The clock network:
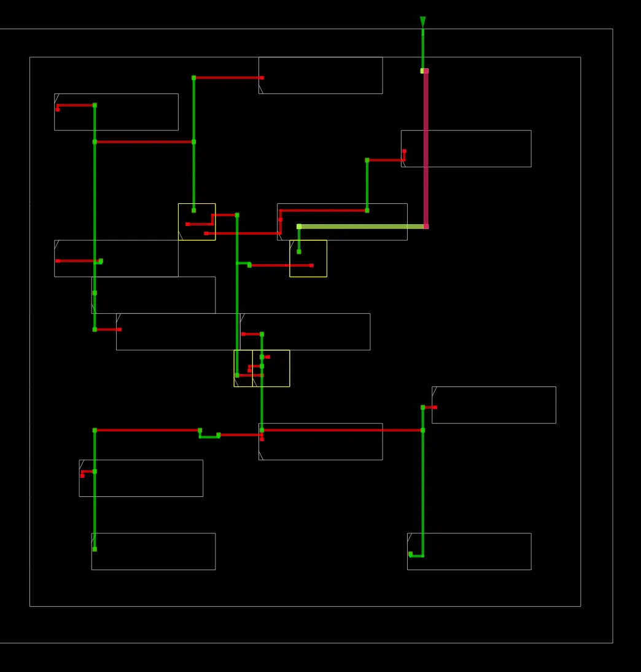
Cells by drive strength:
Bar = 10 um.
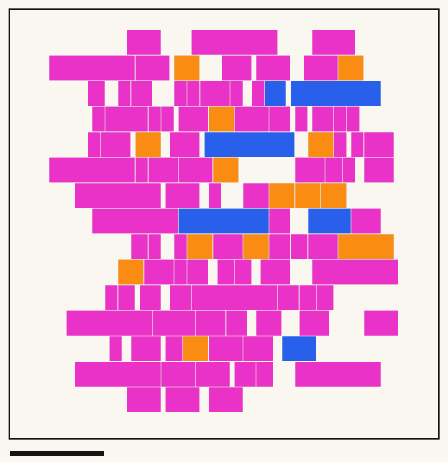
Gate families picked out:
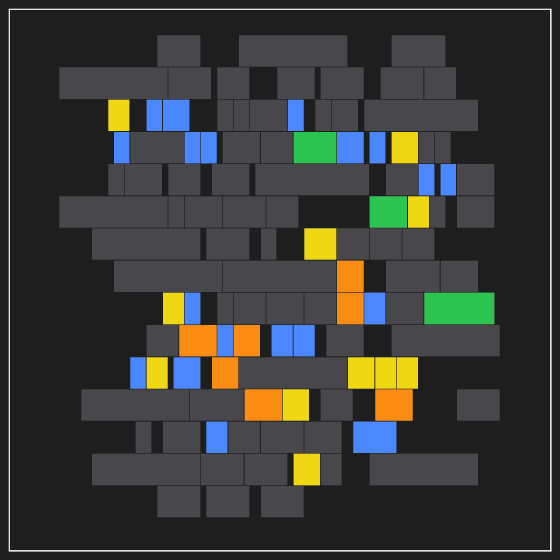
Clock wires, drivers and flops:
Bar = 10 um.
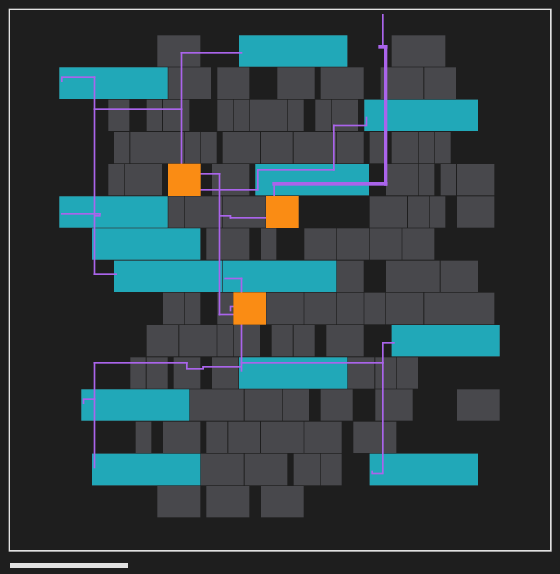
Sequential cells colored by netlist name:
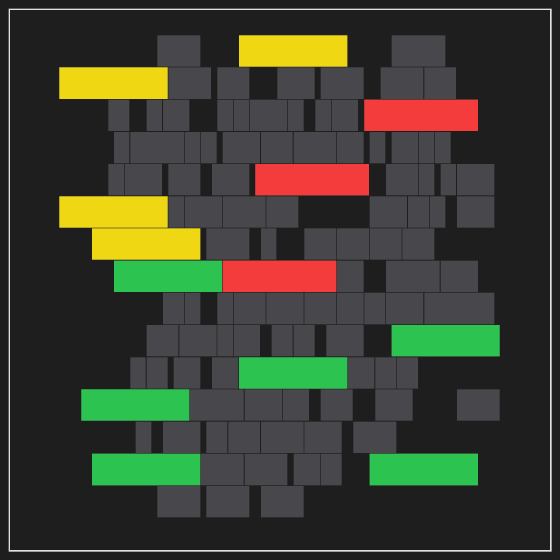
<file path="config.mk">
export PLATFORM = sky130hd
export DESIGN_NAME = lbm_step_sequencer
export DESIGN_NICKNAME = d
export VERILOG_FILES = /design/src/rtl/lbm_pkg.sv /design/src/rtl/lbm_node_addr_counter.sv /design/src/rtl/lbm_step_sequencer.sv
export SDC_FILE = /design/constraint.sdc
export NUM_CORES = 1
export LEC_CHECK = 0
export CORE_MARGIN = 2
export CORE_UTILIZATION = 45
export DETAILED_ROUTE_END_ITERATION = 12
export GPL_TIMING_DRIVEN = 1
export PLACE_DENSITY = 0.84
export SLEW_MARGIN = 15
export SYNTH_ARGS = -nofsm -noshare
export SYNTH_HDL_FRONTEND = slang
export SYNTH_SLANG_ARGS = --single-unit
export TNS_END_PERCENT = 10
</file>
<file path="constraint.sdc">
create_clock -name Clk -period 1.8 [get_ports Clk]
set_input_delay 0.36 -clock Clk [delete_from_list [all_inputs] [get_ports Clk]]
set_output_delay 0.36 -clock Clk [all_outputs]
set_load 0.01 [all_outputs]
</file>
<file path="src/rtl/lbm_pkg.sv">
// Shared types for the LBM step sequencer: transfer phase tags, sequencer
// state encoding and the width of the optional stall counter.
package lbm_pkg;

  typedef enum logic [1:0] {
    PH_COLLIDE  = 2'd0,
    PH_STREAM   = 2'd1,
    PH_BOUNDARY = 2'd2,
    PH_NONE     = 2'd3
  } phase_t;

  typedef enum logic [2:0] {
    ST_IDLE,
    ST_COLLIDE,
    ST_STREAM,
    ST_BOUNDARY,
    ST_STEP_END,
    ST_DONE
  } seq_state_t;

  localparam int STALL_CNT_WIDTH = 16;

  // Phase tag presented to the datapath while in a given state.
  function automatic phase_t phase_of(input seq_state_t s);
    case (s)
      ST_COLLIDE:  return PH_COLLIDE;
      ST_STREAM:   return PH_STREAM;
      ST_BOUNDARY: return PH_BOUNDARY;
      default:     return PH_NONE;
    endcase
  endfunction

endpackage

</file>
<file path="src/rtl/lbm_node_addr_counter.sv">
// Wrapping lattice node counter 0..NUM_NODES-1. Clear has priority over
// Advance; Last flags the final node of a sweep.
module lbm_node_addr_counter #(
  parameter int NUM_NODES  = 64,
  parameter int ADDR_WIDTH = (NUM_NODES > 1) ? $clog2(NUM_NODES) : 1
) (
  input  logic                  Clk,
  input  logic                  Reset,
  input  logic                  Clear,
  input  logic                  Advance,
  output logic [ADDR_WIDTH-1:0] Addr,
  output logic                  Last
);

  localparam logic [ADDR_WIDTH-1:0] LAST_ADDR = ADDR_WIDTH'(NUM_NODES - 1);

  assign Last = (Addr == LAST_ADDR);

  // Node index: restart on Clear, step on each accepted transfer, wrap after the last node.
  always_ff @(posedge Clk or negedge Reset) begin
    // NOTE: non-blocking assignments so every flop samples pre-edge values.
    if (!Reset)       Addr <= '0;
    else if (Clear)   Addr <= '0;
    else if (Advance) Addr <= Last ? '0 : Addr + 1'b1;
  end

endmodule

</file>
<file path="src/rtl/lbm_step_sequencer.sv">
// LBM run sequencer: per time step sweeps every node through collide,
// stream and boundary, pulses Step_inc, and stops in DONE after MAX_TIME
// steps. Optional stall counter enabled by macro LBM_SEQ_STALL_CNT_EN.
// Outputs depend only on registered state; Node_ready never reaches an
// output combinationally.
module lbm_step_sequencer
  import lbm_pkg::*;
#(
  parameter int MAX_TIME         = 8,
  parameter int NUM_NODES        = 64,
  parameter int ADDR_WIDTH       = (NUM_NODES > 1) ? $clog2(NUM_NODES) : 1,
  parameter int TIME_COUNT_WIDTH = $clog2(MAX_TIME)
) (
  input  logic                        Clk,
  input  logic                        Reset,
  input  logic                        Start,
  input  logic                        Node_ready,
  output logic                        Node_valid,
  output logic [ADDR_WIDTH-1:0]       Node_addr,
  output phase_t                      Phase,
  output logic                        Step_inc,
  output logic [TIME_COUNT_WIDTH:0]   Time_step,
  output logic                        Busy,
  output logic                        Done
`ifdef LBM_SEQ_STALL_CNT_EN
  ,
  output logic [STALL_CNT_WIDTH-1:0]  Stall_count
`endif
);

  localparam logic [TIME_COUNT_WIDTH:0] LAST_STEP = (TIME_COUNT_WIDTH + 1)'(MAX_TIME - 1);

  seq_state_t state, next_state;
  logic       transfer;
  logic       start_accept;
  logic       addr_last;

  assign transfer     = Node_valid && Node_ready;
  assign start_accept = Start && ((state == ST_IDLE) || (state == ST_DONE));

  lbm_node_addr_counter #(
    .NUM_NODES  (NUM_NODES),
    .ADDR_WIDTH (ADDR_WIDTH)
  ) u_addr_counter (
    .Clk     (Clk),
    .Reset   (Reset),
    .Clear   (start_accept),
    .Advance (transfer),
    .Addr    (Node_addr),
    .Last    (addr_last)
  );

  // State register.
  always_ff @(posedge Clk or negedge Reset) begin
    if (!Reset) state <= ST_IDLE;
    else        state <= next_state;
  end

  // Next state: phases advance after the last node transfers; STEP_END lasts one cycle.
  always_comb begin
    // NOTE: default first so every path assigns next_state and no latch is inferred.
    next_state = state;
    case (state)
      ST_IDLE,
      ST_DONE:     if (Start) next_state = ST_COLLIDE;
      ST_COLLIDE:  if (transfer && addr_last) next_state = ST_STREAM;
      ST_STREAM:   if (transfer && addr_last) next_state = ST_BOUNDARY;
      ST_BOUNDARY: if (transfer && addr_last) next_state = ST_STEP_END;
      ST_STEP_END: next_state = (Time_step == LAST_STEP) ? ST_DONE : ST_COLLIDE;
      default:     next_state = ST_IDLE;
    endcase
  end

  // Output decode from state only.
  always_comb begin
    Node_valid = (state == ST_COLLIDE) || (state == ST_STREAM) || (state == ST_BOUNDARY);
    Phase      = phase_of(state);
    Step_inc   = (state == ST_STEP_END);
    Busy       = Node_valid || (state == ST_STEP_END);
    Done       = (state == ST_DONE);
  end

  // Completed-step count: cleared when a run starts, bumped on leaving STEP_END.
  // The FSM leaves for DONE at MAX_TIME, so the count never passes it.
  always_ff @(posedge Clk or negedge Reset) begin
    if (!Reset)                   Time_step <= '0;
    else if (start_accept)        Time_step <= '0;
    else if (state == ST_STEP_END) Time_step <= Time_step + 1'b1;
  end

`ifdef LBM_SEQ_STALL_CNT_EN
  // Saturating count of cycles where a node is offered but not accepted.
  always_ff @(posedge Clk or negedge Reset) begin
    if (!Reset)                 Stall_count <= '0;
    else if (start_accept)      Stall_count <= '0;
    else if (Node_valid && !Node_ready && (Stall_count != '1))
                                Stall_count <= Stall_count + 1'b1;
  end
`endif

endmodule

</file>
==> results.txt <==
Entry: Yosys synthesis followed by OpenROAD place and route.

Outcome:
- The flow ran to the end, and the final reports show no timing, DRC or antenna violations.

Floorplan:
- The run gives the starting utilization of the core area as 46.7%.
- For this design the top-level I/O count stands at 20.
- The run gives the die outline height as 45.6 um.
- After floorplanning, the core was divided into 15 placement rows.
- The run gives the placeable core region as 1670 um^2.
- The run gives the total die size as 2080 um^2.
- The run puts the overall die width at between 40 and 50 um.
- According to the tapcell log, the count of inserted taps is 17.

Hold path:
- The run gives the classification of the worst-slack hold path as in2async.

Clocking:
- CTS placed an instance of sky130_fd_sc_hd__clkbuf_4 at the clock tree root.
- Per the repair_timing log after CTS, setup buffers inserted total 3.
- The run puts the number of H-tree levels at 1.
- The run puts the clock latency on the worst-skew pair at about 0.27 ns.
- The longest clock path from root to sink contains 2 buffers.
- The run gives the clock slew at the register clock pins of the worst setup and hold paths as 0.08 ns.
- Clock tree synthesis found a total of 13 sinks.
- The run puts the post-cts resize count at 9.
- The run gives the clock tree from TritonCTS as done.

Worst setup path:
- The run gives the startpoint type of the worst setup path as a register.
- According to the timing report, the arrival time at the worst endpoint equals 1.34 ns.
- Listed in order, past its start point the critical path passes buf_4 -> o21ba_4 -> dlygate4sd2_1.
- STA lists the endpoint of the worst register-to-register path as u_addr_counter.Addr[0].
- Per STA, the highest per-stage delay on the worst path measures 0.45 ns.
- Among cell families on the critical path, the largest total delay comes from flip-flops.
- Looking at the setup timing report, the critical path kind is reg2out.
- The run gives the highest net fanout along the worst path as 6.
- The run gives the start of the worst register-to-register path as u_addr_counter.Addr[0].
- The largest individual stage delay along the critical path comes from the cell sky130_fd_sc_hd__dfrtp_2.
- The run gives the total number of cells along the worst setup path as 3.
- The run puts the slack of the worst reg-to-reg path at about 0.27 ns.
- The run gives the worst reg-to-reg path cell count as 5.
- The script reports the combined buffer and inverter count of the critical path as 2.
- The run gives the critical path launch point as state[1].
- OpenSTA lists the critical path endpoint as Node_valid.
- STA classifies the critical path endpoint as an output pin.

Yosys:
- For this run, the leading register cell type out of synthesis is sky130_fd_sc_hd__dfrtp_1.
- Yosys reports that the most numerous cell types are sky130_fd_sc_hd__dfrtp_1 (13), sky130_fd_sc_hd__nand2_1 (11), sky130_fd_sc_hd__nor2_1 (8).
- The run gives the top cell type's share of synthesized area as 41.7%.
- The run puts the adder-cell share of the synthesized area at 3.21%.
- The run gives the gate count after technology mapping as between 80 and 90.
- The run gives the cell type contributing the most total cell area after synthesis as sky130_fd_sc_hd__dfrtp_1.
- The run puts the mean instance size in the synthesized netlist at 9.39 um^2.
- The run gives the cell with the most instances after synthesis as sky130_fd_sc_hd__dfrtp_1.
- After synthesis, the design contains around 83 cells according to Yosys.
- The run gives the number of enable flip-flop cells as 0.
- The run puts the simple logic cell fraction of the synthesized area at approximately a quarter.
- The synthesized netlist has a Yosys-reported chip area of between 700 and 800 um^2.
- The run gives the unique cell type count in the Yosys netlist as 29.
- For reference, the top cells by area after synthesis are sky130_fd_sc_hd__dfrtp_1 (42%), sky130_fd_sc_hd__xor2_1 (7.9%), sky130_fd_sc_hd__nand2_1 (5.3%).
- The run gives the netlist area before placement as 779 um^2.
- Summing the sequential cell areas from Yosys gives a little over two fifths of the chip area.
- The number of nets handed over by synthesis was about 90.
- The run gives the register bit total from synthesis as 13.
- The run puts the synthesis warning total at 0.
- The run puts the post-synthesis async set-or-reset flop share at 100%.
- Summing the areas of all compound-gate instances in the mapped netlist gives around 13% of the synthesized area.
- The run gives the area fraction in xor and xnor cells as 10.1%.

Finish:
- The run gives the combinational cell area excluding buffers and inverters as around 400 um^2.
- The largest cell class by area is multi-input combinational cells.
- In the final layout, non-clock buffers account for 24.9% of the cell area.
- The run puts the number of non-clock inverters in the layout at 3.
- The run gives the number of fill cells as 125.
- The run gives the non-clock buffer total of the final layout as 29.
- Cells fill 62.8% of the core in the end.
- The run puts the number of sequential cells at 13.
- The run gives the proportion of cell area occupied by registers as 31.3%.
- In the finished layout, the clock tree contains a buffer count of 4.
- In the layout the tool counted multi-input logic cells amounting to 62.
- The run gives the fraction of area in clock buffers and inverters as under 10%.
- The run puts the relative area change from synthesis to final layout at 34.7%.
- The layout report lists the combined flip-flop and latch area as 329 um^2.
- The run gives the fraction of layout cells with a size suffix above 1 as 18.0%.
- 0 antenna diodes ended up in the layout.

Power and ir drop:
- The analysis attributes to cell leakage a power of 0.512 nW.
- The run gives the combinational-cell power consumption as 0.338 mW.
- The run puts the relative contribution of combinational cells to total power at 35.9%.
- The run gives the clock group share of total power as 19.3%.
- The sequential power reported by the tool is 0.423 mW.
- Of the total power, the share spent switching nets is 34.0%.
- The group that draws the most power in this run is registers.
- Cell internal power was estimated by the tool at 0.623 mW.
- The run gives the maximum VDD drop as ~580 uV.
- Summed over all nets, the switching power comes to 0.321 mW.
- The run puts the power after layout at 0.943 mW.
- The run puts the power density normalized to cell area at 899 nW/um^2.

Route:
- The run gives the overall routed net length as roughly 1.7 mm.
- The run puts the remaining antenna violation count at 0.
- The run puts the length of the first detailed-routing pass in iterations at 4.
- The run gives the wire length on met3 as between 30 and 40 um.
- The run puts the number of remaining DRC errors at 0.
- After the first detailed-routing iteration, the DRC count stood at 28.
- The highest metal layer carrying signal wires in the routed design is met4.
- Across all layers, the routed design uses approximately 700 vias.
- The run puts the total met2 wirelength after detailed routing at ~830 um.
- The run gives the routed length on met1 as 793 um.
- After detailed routing, the number of vias per cell comes to 5.45.

GRT:
- Per the GRT log, the top usage layer is met2.
- The run puts the total global routing track utilization at 18.3%.
- The run puts the pin count of the biggest net entering global routing at 14.
- The run puts the fraction of met2 tracks used by global routing at between 30% and 40%.
- The run gives the met1 global-route usage as 23.8%.
- Per the GRT congestion report, total overflow comes to 0.
- The run gives the via count of the first global-routing pass as 668.
- The run gives the wire length of the first global-routing pass as about 2.8 mm.
- For this run, global-route usage on met3 was measured as 2.38%.

STA:
- The run gives the final count of hold timing violations as 0.
- The run gives the number of max-slew violations in the final report as 0.
- The run puts the remaining max-slew budget at the tightest pin at between 50% and 60%.
- The run puts the final sum of negative setup slack at 0 ns.
- The tightest hold path in the finished design has a slack of between 0.4 and 0.5 ns.
- The final timing report counts setup violations totalling 0.
- The run gives the final period utilization as between 90 and 100%.
- The run puts the shortest clock period the worst path allows after layout at 1.70 ns.
- Setup repair after global routing left no endpoint under its margin.

Placed design:
- The run gives the standard cell area after detailed placement as 998 um^2.
- The run puts the final weighted congestion of routability-driven global placement at 0.859.
- Port buffering added 19 buffers.
- The run gives the post-placement worst setup slack as 0.0670 ns.
- The run gives the total instance count after detailed placement as roughly 120.
- The run puts the HPWL after detailed placement at 1.20 mm.

Job:
- The run puts the number of maximum-capacitance violations at 0.
## Picture notes: 'the clock network'
Max Clock Skew: 0.00153 ns
clock group total power: 0.182 mW
number of clock buffers inserted by TritonCTS: 3

## Picture notes: 'cells by drive strength'
Magenta stands for drive 1 or less, cells 91, most used clkdlybuf4s50_1. Blue stands for drive 2, cells 6, most used dfrtp_2. Orange stands for drive 3 to 4, cells 14, most used buf_4.
Post-Layout Inst Area: 1050 um^2
slack of the critical path: 0.0964 ns

## Picture notes: 'gate families picked out'
Orange stands for AND and OR gates, cells 7, where center. Blue stands for NAND gates, cells 19. Green stands for AND-OR and OR-AND gates, cells 3. Yellow stands for inverting AOI/OAI gates, cells 11.
Cell Count, Final, Fillers Out: 128
combinational share of cell area: 38.1%

## Picture notes: 'clock wires, drivers and flops'
Purple stands for clock wires, length 177 um. Cyan stands for flip-flops, count 13. Orange stands for cells driving clock nets, count 3.
There are 4 routed clock nets.

## Picture notes: 'sequential cells colored by netlist name'
Red stands for state, placed flops 3. Green stands for u_addr_counter.Addr, placed flops 6. Yellow stands for Time_step, placed flops 4.

[layout by cell type (no fill, tap or decap), types with 4 or more instances in the layout]
cell type / synthesis / final
sky130_fd_sc_hd__clkdlybuf4s50_1: 0 / 13
sky130_fd_sc_hd__nand2_1: 11 / 11
sky130_fd_sc_hd__dfrtp_1: 13 / 10
sky130_fd_sc_hd__buf_4: 1 / 10
sky130_fd_sc_hd__xor2_1: 7 / 7
sky130_fd_sc_hd__nor2_1: 8 / 7
sky130_fd_sc_hd__a21oi_1: 5 / 5
sky130_fd_sc_hd__dlygate4sd2_1: 0 / 5
sky130_fd_sc_hd__nand3_1: 4 / 4
[sequential cells by signal (all words and copies together) (netlist names)]
| signal | flops |
|---|---|
| u_addr_counter.Addr | 6 |
| state | 3 |
| Time_step | 4 |
Power figures rest on the tool's default switching activity, not on a simulated workload.
